$ cat config.mk
export PLATFORM = sky130hd
export DESIGN_NAME = data_bus_master_arbiter
export DESIGN_NICKNAME = d
export VERILOG_FILES = /design/src/rtl/mtm_riscv_soc_pkg.sv /design/src/rtl/arb_id_fifo.sv /design/src/rtl/data_bus_master_arbiter.sv
export SDC_FILE = /design/constraint.sdc
export NUM_CORES = 1
export LEC_CHECK = 0
export CORE_AREA = 2 2 109 111
export DETAILED_ROUTE_END_ITERATION = 7
export DIE_AREA = 0 0 111 113
export GPL_TIMING_DRIVEN = 0
export RECOVER_POWER = 25
export SLEW_MARGIN = 10
export SYNTH_ARGS = -nofsm -noshare
export SYNTH_HDL_FRONTEND = slang
export SYNTH_HIERARCHICAL = 1
export SYNTH_SLANG_ARGS = --single-unit
$ cat constraint.sdc
create_clock -name clk -period 2.85 [get_ports clk]
set_input_delay 0.285 -clock clk [delete_from_list [all_inputs] [get_ports clk]]
set_output_delay 0.285 -clock clk [all_outputs]
set_load 0.01 [all_outputs]
$ cat src/rtl/mtm_riscv_soc_pkg.sv
// Shared SoC definitions used by the data bus master arbiter and its ID FIFO.
package mtm_riscv_soc_pkg;

    localparam int unsigned ARB_MAX_MASTERS          = 4;
    localparam int unsigned ARB_ID_W                 = 2;
    localparam int unsigned DATA_ARB_TIMEOUT_DEFAULT = 256;

    typedef logic [ARB_ID_W-1:0] arb_master_id_t;

    // Request-phase payload of one master, as forwarded to the slave side
    typedef struct packed {
        logic [31:0] addr;
        logic        we;
        logic [3:0]  be;
        logic [31:0] wdata;
    } arb_req_t;

    function automatic arb_master_id_t arb_wrap_inc(arb_master_id_t id, int unsigned n);
        return (32'(id) + 32'd1 >= n) ? arb_master_id_t'(0) : arb_master_id_t'(32'(id) + 32'd1);
    endfunction

endpackage

$ cat src/rtl/arb_id_fifo.sv
// In-order FIFO of master IDs for accepted-but-unanswered bus transactions.
module arb_id_fifo
    import mtm_riscv_soc_pkg::*;
#(
    parameter int unsigned DEPTH = 2
) (
    input  logic                           clk,
    input  logic                           rst,
    input  logic                           push,
    input  arb_master_id_t                 push_id,
    input  logic                           pop,
    output logic                           full,
    output logic                           empty,
    output arb_master_id_t                 head,
    output logic [$clog2(DEPTH+1)-1:0]     count
);

    localparam int unsigned PW = (DEPTH > 1) ? $clog2(DEPTH) : 1;
    localparam int unsigned CW = $clog2(DEPTH + 1);

    arb_master_id_t mem [DEPTH];
    logic [PW-1:0]  wr_ptr;
    logic [PW-1:0]  rd_ptr;
    logic [CW-1:0]  cnt;
    logic           do_push;
    logic           do_pop;

    function automatic logic [PW-1:0] ptr_inc(logic [PW-1:0] p);
        return (p == PW'(DEPTH - 1)) ? '0 : p + 1'b1;
    endfunction

    assign full    = (cnt == CW'(DEPTH));
    assign empty   = (cnt == '0);
    assign head    = mem[rd_ptr];
    assign count   = cnt;
    assign do_push = push && !full;
    assign do_pop  = pop && !empty;

    always_ff @(posedge clk) begin
        if (do_push) begin
            mem[wr_ptr] <= push_id;
        end
    end

    // Pointers and occupancy; simultaneous push and pop leave cnt unchanged
    always_ff @(posedge clk) begin
        if (rst) begin
            wr_ptr <= '0;
            rd_ptr <= '0;
            cnt    <= '0;
        end else begin
            if (do_push) wr_ptr <= ptr_inc(wr_ptr);
            if (do_pop)  rd_ptr <= ptr_inc(rd_ptr);
            case ({do_push, do_pop})
                2'b10:   cnt <= cnt + 1'b1;
                2'b01:   cnt <= cnt - 1'b1;
                default: cnt <= cnt;
            endcase
        end
    end

endmodule

$ cat src/rtl/data_bus_master_arbiter.sv
// Round-robin arbiter sharing the peripheral data bus, with in-order response routing.
// Optional response watchdog enabled by defining DATA_ARB_TIMEOUT_EN.
module data_bus_master_arbiter
    import mtm_riscv_soc_pkg::*;
#(
    parameter int unsigned NUM_MASTERS    = 2,
    parameter int unsigned OUTSTANDING    = 2,
    parameter int unsigned TIMEOUT_CYCLES = DATA_ARB_TIMEOUT_DEFAULT
) (
    input  logic                        clk,
    input  logic                        rst,
    input  logic [NUM_MASTERS-1:0]      m_req,
    output logic [NUM_MASTERS-1:0]      m_gnt,
    input  logic [NUM_MASTERS*32-1:0]   m_addr,
    input  logic [NUM_MASTERS-1:0]      m_we,
    input  logic [NUM_MASTERS*4-1:0]    m_be,
    input  logic [NUM_MASTERS*32-1:0]   m_wdata,
    output logic [NUM_MASTERS-1:0]      m_rvalid,
    output logic                        m_err,
    output logic [31:0]                 m_rdata,
    output logic                        s_req,
    input  logic                        s_gnt,
    output logic [31:0]                 s_addr,
    output logic                        s_we,
    output logic [3:0]                  s_be,
    output logic [31:0]                 s_wdata,
    input  logic                        s_rvalid,
    input  logic                        s_err,
    input  logic [31:0]                 s_rdata
);

    localparam int unsigned CW = $clog2(OUTSTANDING + 1);

    logic [ARB_MAX_MASTERS-1:0] req_ext;
    arb_req_t                   pay [ARB_MAX_MASTERS];
    arb_req_t                   s_pay;
    arb_master_id_t             rr_ptr;
    arb_master_id_t             lock_id;
    arb_master_id_t             win_id;
    arb_master_id_t             idx;
    arb_master_id_t             fifo_head;
    logic                       lock_vld;
    logic                       found;
    logic                       hs;
    logic                       fifo_full;
    logic                       fifo_empty;
    logic [CW-1:0]              fifo_count;
    logic                       stale_zero;
    logic                       to_pop;
    logic                       rsp_pop;
    logic                       pop;

    // Unpack the flat master buses into a fixed-size payload array
    always_comb begin
        req_ext = ARB_MAX_MASTERS'(m_req);
        for (int unsigned i = 0; i < ARB_MAX_MASTERS; i++) begin
            pay[i] = '0;
        end
        for (int unsigned i = 0; i < NUM_MASTERS; i++) begin
            pay[i].addr  = m_addr[i*32 +: 32];
            pay[i].we    = m_we[i];
            pay[i].be    = m_be[i*4 +: 4];
            pay[i].wdata = m_wdata[i*32 +: 32];
        end
    end

    // Winner: locked master while stalled, else first requester from rr_ptr upward
    always_comb begin
        win_id = '0;
        found  = 1'b0;
        idx    = '0;
        if (lock_vld) begin
            win_id = lock_id;
            found  = req_ext[lock_id];
        end else begin
            for (int unsigned i = 0; i < NUM_MASTERS; i++) begin
                idx = arb_master_id_t'((32'(rr_ptr) + i) % NUM_MASTERS);
                if (!found && req_ext[idx]) begin
                    found  = 1'b1;
                    win_id = idx;
                end
            end
        end
    end

    assign s_req   = found && !fifo_full && !rst;
    assign hs      = s_req && s_gnt;
    assign s_pay   = s_req ? pay[win_id] : '0;
    assign s_addr  = s_pay.addr;
    assign s_we    = s_pay.we;
    assign s_be    = s_pay.be;
    assign s_wdata = s_pay.wdata;

    always_comb begin
        m_gnt = '0;
        for (int unsigned i = 0; i < NUM_MASTERS; i++) begin
            m_gnt[i] = hs && (win_id == arb_master_id_t'(i));
        end
    end

    // Round-robin pointer advances past each granted master; lock holds a stalled winner
    always_ff @(posedge clk) begin
        if (rst) begin
            rr_ptr   <= '0;
            lock_vld <= 1'b0;
            lock_id  <= '0;
        end else if (hs) begin
            rr_ptr   <= arb_wrap_inc(win_id, NUM_MASTERS);
            lock_vld <= 1'b0;
        end else if (s_req) begin
            lock_vld <= 1'b1;
            lock_id  <= win_id;
        end
    end

    arb_id_fifo #(
        .DEPTH   (OUTSTANDING)
    ) u_id_fifo (
        .clk     (clk),
        .rst     (rst),
        .push    (hs),
        .push_id (win_id),
        .pop     (pop),
        .full    (fifo_full),
        .empty   (fifo_empty),
        .head    (fifo_head),
        .count   (fifo_count)
    );

`ifdef DATA_ARB_TIMEOUT_EN
    localparam int unsigned WDW = (TIMEOUT_CYCLES > 1) ? $clog2(TIMEOUT_CYCLES) : 1;
    localparam int unsigned SW  = $clog2(OUTSTANDING + 1);

    logic [WDW-1:0] wd_cnt;
    logic [SW-1:0]  stale;

    assign stale_zero = (stale == '0);
    assign to_pop     = !rst && !fifo_empty && !s_rvalid && (wd_cnt == WDW'(TIMEOUT_CYCLES - 1));

    // Watchdog counts silent cycles; each timeout leaves one late response to discard
    always_ff @(posedge clk) begin
        if (rst) begin
            wd_cnt <= '0;
            stale  <= '0;
        end else begin
            if (pop) begin
                wd_cnt <= '0;
            end else if (!fifo_empty && !s_rvalid) begin
                wd_cnt <= wd_cnt + 1'b1;
            end
            if (to_pop && (stale != SW'(OUTSTANDING))) begin
                stale <= stale + 1'b1;
            end else if (s_rvalid && !stale_zero) begin
                stale <= stale - 1'b1;
            end
        end
    end
`else
    assign stale_zero = 1'b1;
    assign to_pop     = 1'b0;
`endif

    assign rsp_pop = !rst && s_rvalid && !fifo_empty && stale_zero;
    assign pop     = rsp_pop || to_pop;

    // Responses go to the oldest outstanding master with no added latency
    always_comb begin
        m_rvalid = '0;
        for (int unsigned i = 0; i < NUM_MASTERS; i++) begin
            m_rvalid[i] = pop && (fifo_head == arb_master_id_t'(i));
        end
        m_err   = rsp_pop ? s_err   : to_pop;
        m_rdata = rsp_pop ? s_rdata : '0;
    end

    always_ff @(posedge clk) begin
        if (rst) begin
            assert (NUM_MASTERS >= 2 && NUM_MASTERS <= ARB_MAX_MASTERS &&
                    OUTSTANDING >= 1 && OUTSTANDING <= 4 && TIMEOUT_CYCLES >= 2)
                else $error("data_bus_master_arbiter: parameter out of range");
        end else begin
            assert (!(s_rvalid && fifo_count == '0 && stale_zero))
                else $warning("data_bus_master_arbiter: s_rvalid with nothing outstanding was dropped");
        end
    end

endmodule

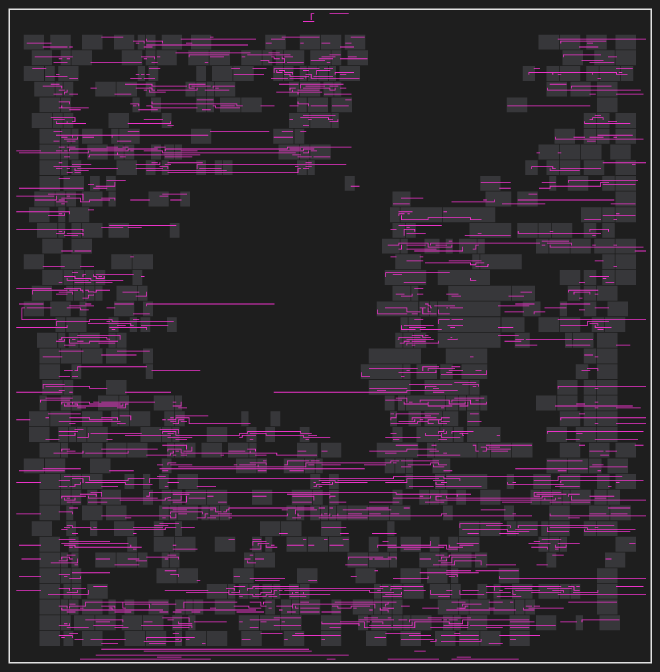
Figure 1: signal wires on met1.
Cells faint in the background.
share of all routed wire	38%
longest straight run	43.7 µm
main direction	horizontal
wire length on this layer	4570 µm

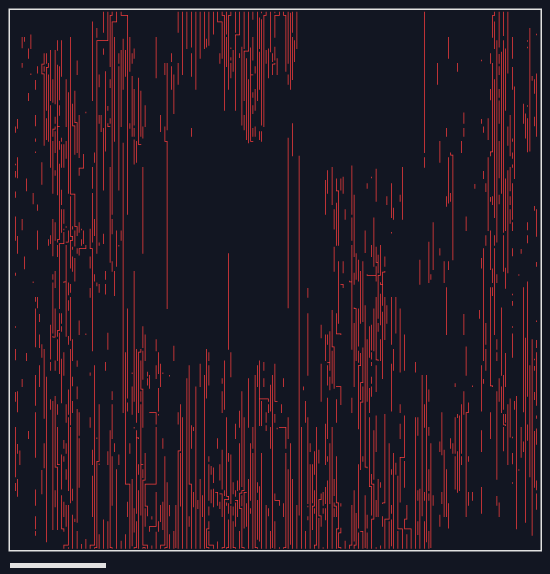
Figure 2: metal 2.
Bar = 20 µm.
wire length on this layer	6090 µm
main direction	vertical
longest straight run	75.1 µm
share of all routed wire	50%
nets with wire on the layer	665

==> run_summary.xml <==
<?xml version="1.0" encoding="UTF-8"?>
<metrics>
  <group name="final_layout">
    <metric name="logic_gate_count" unit="">291</metric>
    <metric name="area_of_combinational_cells_with_multiple_inputs" unit="µm²">1550</metric>
    <metric name="finish.utilization" unit="%">45.5</metric>
    <metric name="area_growth" unit="%">160</metric>
    <metric name="sh_seq_area" unit="%">5.85</metric>
    <metric name="layout.area.seq" unit="µm²">300</metric>
    <metric name="nonClockBufferCount" unit="">316</metric>
    <metric name="post_layout_nonfiller_instances" unit="">773</metric>
    <metric name="insertedDiodeCount" unit="">0</metric>
    <metric name="layout_top_cells" unit="">sky130_fd_sc_hd__clkdlybuf4s50_1, sky130_fd_sc_hd__o21ai_0, sky130_fd_sc_hd__a21oi_1</metric>
    <metric name="clock_area_share" unit="%">1.54</metric>
    <metric name="layout_top_cell" unit="">sky130_fd_sc_hd__clkdlybuf4s50_1</metric>
    <metric name="area_share_nonclk_buffers" unit="%">58.5</metric>
    <metric name="nNonClkInverters" unit="">6</metric>
    <metric name="numSequentialCells" unit="">13</metric>
    <metric name="combinational_fraction_of_the_cell_area" unit="%">30.1</metric>
    <metric name="nNetsFinal" unit="">809</metric>
    <metric name="share_of_layout_cells_above_drive_strength_1" unit="%">6.51</metric>
    <metric name="layout.clock_buffers" unit="">4</metric>
    <metric name="dominant-cell-class" unit="">non-clock buffers</metric>
    <metric name="n_fill_cell" unit="">1156</metric>
    <metric name="final_area" unit="µm²">5130</metric>
  </group>
  <group name="worst_setup_path">
    <metric name="critical-path-top-delay-family" unit="">buffers and inverters</metric>
    <metric name="critPathMaxStageDelay" unit="ns">0.58</metric>
    <metric name="criticalPathCategory" unit="">in -&gt; out</metric>
    <metric name="standard_cell_with_the_maximum_stage_delay_on_the_critical_path" unit="">sky130_fd_sc_hd__clkdlybuf4s50_1</metric>
    <metric name="timing.critical_path.required" unit="ns">2.57</metric>
    <metric name="critical-path-top-cell-by-count" unit="">sky130_fd_sc_hd__clkdlybuf4s50_1</metric>
    <metric name="crit_start_category" unit="">input port</metric>
    <metric name="crit_arrival" unit="ns">2.45</metric>
    <metric name="timing.critical_path.buf_inv" unit="">3</metric>
    <metric name="path_cells" unit="">clkdlybuf4s50_1, nor2_1, nor4_4, nand2_4, buf_2, a21oi_1, clkdlybuf4s50_1</metric>
    <metric name="worst_path_fanout_max" unit="">10</metric>
  </group>
  <group name="synth">
    <metric name="synth-cells-yosys" unit="">341</metric>
    <metric name="post_synth_instance_area" unit="µm²">1980</metric>
    <metric name="synth-area-yosys" unit="µm²">1980</metric>
    <metric name="seq_area_frac_synth" unit="%">15.2</metric>
    <metric name="largest_area_cell" unit="">sky130_fd_sc_hd__a21oi_1</metric>
    <metric name="area_leaders" unit="">sky130_fd_sc_hd__a21oi_1, sky130_fd_sc_hd__o21ai_0, sky130_fd_sc_hd__nand2_1</metric>
    <metric name="synth_cell_type_count" unit="">35</metric>
    <metric name="floorplan.nets" unit="">519</metric>
    <metric name="ys_ff" unit="">13</metric>
    <metric name="yosys.area.top_type_share" unit="%">18.5</metric>
    <metric name="postSynth.asyncResetShare" unit="%">0</metric>
    <metric name="synthesis.yosys.warnings" unit="">6</metric>
    <metric name="mean_syn_cell_area" unit="µm²">5.79</metric>
    <metric name="syn-instance-count" unit="">341</metric>
    <metric name="flop_cell" unit="">sky130_fd_sc_hd__dfxtp_1</metric>
    <metric name="synth.top_cells.by_count" unit="">sky130_fd_sc_hd__a21oi_1, sky130_fd_sc_hd__o21ai_0, sky130_fd_sc_hd__nand2_1</metric>
    <metric name="edf_count" unit="">4</metric>
  </group>
  <group name="final_timing">
    <metric name="tightest_slew" unit="ns">0.448</metric>
    <metric name="fin_hold_ws" unit="ns">0.510</metric>
    <metric name="fmax" unit="MHz">366</metric>
    <metric name="fin_worst_setup_slack" unit="ns">0.117</metric>
    <metric name="final_clock_skew" unit="ns">0.000578</metric>
    <metric name="timing.final.crit_period" unit="ns">2.73</metric>
    <metric name="post-route-period-util" unit="%">95.9</metric>
    <metric name="grt_setup_unrepaired" unit="">false</metric>
    <metric name="setup_tns" unit="ns">0</metric>
    <metric name="maxSlewHeadroom" unit="%">70.1</metric>
    <metric name="slew_viol_final" unit="">0</metric>
    <metric name="hold_violations" unit="">0</metric>
    <metric name="timing.final.setup_violations" unit="">0</metric>
  </group>
  <group name="worst_hold_path">
    <metric name="hold_path.class" unit="">reg -&gt; reg</metric>
  </group>
  <group name="pwr">
    <metric name="power.total" unit="mW">1.28</metric>
    <metric name="p_sw" unit="µW">428</metric>
    <metric name="pwr_density" unit="nW/µm²">250</metric>
    <metric name="power.clock.fraction" unit="%">20.5</metric>
    <metric name="power.switching_fraction" unit="%">33.3</metric>
    <metric name="p_leak" unit="nW">1.87</metric>
    <metric name="comb_power_share" unit="%">63.2</metric>
    <metric name="vdd_drop_max" unit="µV">157</metric>
    <metric name="internal-power" unit="µW">856</metric>
    <metric name="power.sequential.fraction" unit="%">16.3</metric>
  </group>
  <group name="detailed_routing">
    <metric name="post_detailed_routing_wire_length" unit="mm">12.1</metric>
    <metric name="drc" unit="">0</metric>
    <metric name="vias" unit="">3516</metric>
    <metric name="initialDrtViolationCount" unit="">107</metric>
    <metric name="drt.antenna.violating_nets" unit="">0</metric>
    <metric name="wl_per_cell" unit="µm">15.6</metric>
    <metric name="drtPass1Iterations" unit="">4</metric>
    <metric name="vias_per_cell" unit="">4.55</metric>
  </group>
  <group name="global_routing">
    <metric name="vias_in_the_first_global_route" unit="">3466</metric>
    <metric name="grt_start_max_net_pins" unit="">11</metric>
    <metric name="antenna_found_initial" unit="">0</metric>
    <metric name="grt_first_pass_wirelength" unit="mm">18.1</metric>
    <metric name="grt.total_usage" unit="%">17.8</metric>
  </group>
  <group name="floorplan">
    <metric name="num_rows" unit="">39</metric>
    <metric name="core_region_area" unit="µm²">11300</metric>
    <metric name="taps" unit="">143</metric>
    <metric name="count_of_pins_on_the_block_boundary" unit="">284</metric>
    <metric name="die_width" unit="µm">111</metric>
    <metric name="design.die.area" unit="µm²">12500</metric>
    <metric name="initCoreUtil" unit="%">17.5</metric>
    <metric name="die_height" unit="µm">113</metric>
  </group>
  <group name="cts">
    <metric name="post_cts_hold_buffer_count" unit="">0</metric>
    <metric name="clock_tree.root_cell" unit="">sky130_fd_sc_hd__clkbuf_16</metric>
    <metric name="tritoncts" unit="">done</metric>
    <metric name="clkLatencyLatePin" unit="ns">0.24</metric>
    <metric name="clock-sinks" unit="">13</metric>
    <metric name="post_cts_resize_count" unit="">7</metric>
    <metric name="number_of_cts_inserted_buffers" unit="">3</metric>
    <metric name="worst_setup_hold_path_clk_slew" unit="ns">0.04</metric>
  </group>
  <group name="placed_design">
    <metric name="detailed_place.area" unit="µm²">4990</metric>
    <metric name="placedCellCount" unit="">767</metric>
    <metric name="place_congestion" unit="">0.876</metric>
    <metric name="dpl.hpwl" unit="mm">10.0</metric>
  </group>
  <group name="run">
    <metric name="warnings" unit="">26</metric>
  </group>
  <group name="status">
    <metric name="run_status" unit="">finished clean</metric>
  </group>
</metrics>
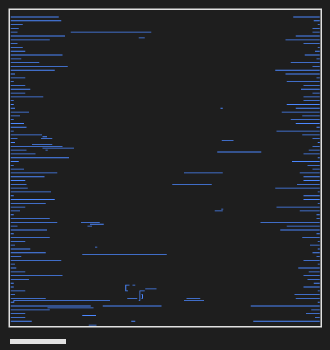
Figure 3: the metal 3 layer.
Bar = 20 µm.
longest straight run	34.3 µm
main direction	horizontal
share of all routed wire	11%

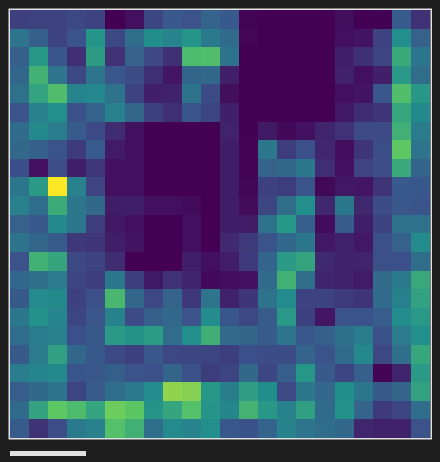
Figure 4: signal metal coverage by tile.
Bar = 20 µm. 22 x 23 tiles, from dark purple (low) to yellow (high), scaled to the fullest tile. Values are wire area over tile area, all layers added.
nearly empty tiles	13%
mean over tiles	0.16
tiles over half the peak	12%
fullest tile	0.60
emptiest ninth of the die	middle

registers in the layout (all words and copies together), names as in the netlist, named ones only:
name,cells
u_id_fifo/mem,4
u_id_fifo/rd_ptr,1
lock_vld,1
rr_ptr,1
u_id_fifo/wr_ptr,1
lock_id,2
u_id_fifo/count,2
power groups by stage:
stage	registers [mW]	logic, mW	clock network, mW
6_report	0.210	0.811	0.263
5_1_grt	0.210	0.873	0.280
4_1_cts	0.209	0.807	0.268
3_5_place_dp	0.212	0.796	0
3_3_place_gp	0.212	0.790	0
2_1_floorplan	0.210	0.295	0
worst paths after layout:
kind / startpoint / endpoint / slack (ns) / depth (start not counted)
worst min register to register: u_id_fifo/wr_ptr / u_id_fifo/wr_ptr / 0.51 / 2
worst max register to register: u_id_fifo/count[0] / u_id_fifo/count[1] / 0.35 / 10
worst min-delay path: u_id_fifo/wr_ptr / u_id_fifo/wr_ptr / 0.51 / 2
worst max-delay path: m_req[1] / s_addr[22] / 0.12 / 7
worst reg2reg max path, delay by kind of cell, from the launching register on:
family	cells	cell delay (ns)
adders and majority gates	1	0.31
AOI/OAI and AO/OA	1	0.13
and+or+nand+nor	6	1.27
DFF	1	0.42
buffers and inverters	2	0.30
kinds of logic (layout without fill, tap and decap cells):
family / count (synthesis) / after routing / synth area share (%)
AND-OR/OR-AND: 154 / 154 / 40.4
XOR/XNOR: 3 / 3 / 1.33
adder cells (fa/ha/maj): 1 / 1 / 0.633
buffers and inverters: 37 / 326 / 7.92
flip-flops: 13 / 13 / 15.2
multiplexers: 2 / 2 / 1.14
AND/OR/NAND/NOR: 131 / 131 / 33.4
routing by layer:
metal	up-vias	wire length, µm	global-route usage (%)
met5	-	0	0
met4	0	93	2.83
met3	13	1330	6.32
met2	216	6090	34.1
met1	1539	4570	19.3
li1	1748	-	-
Power and IR drop assume default switching activity.
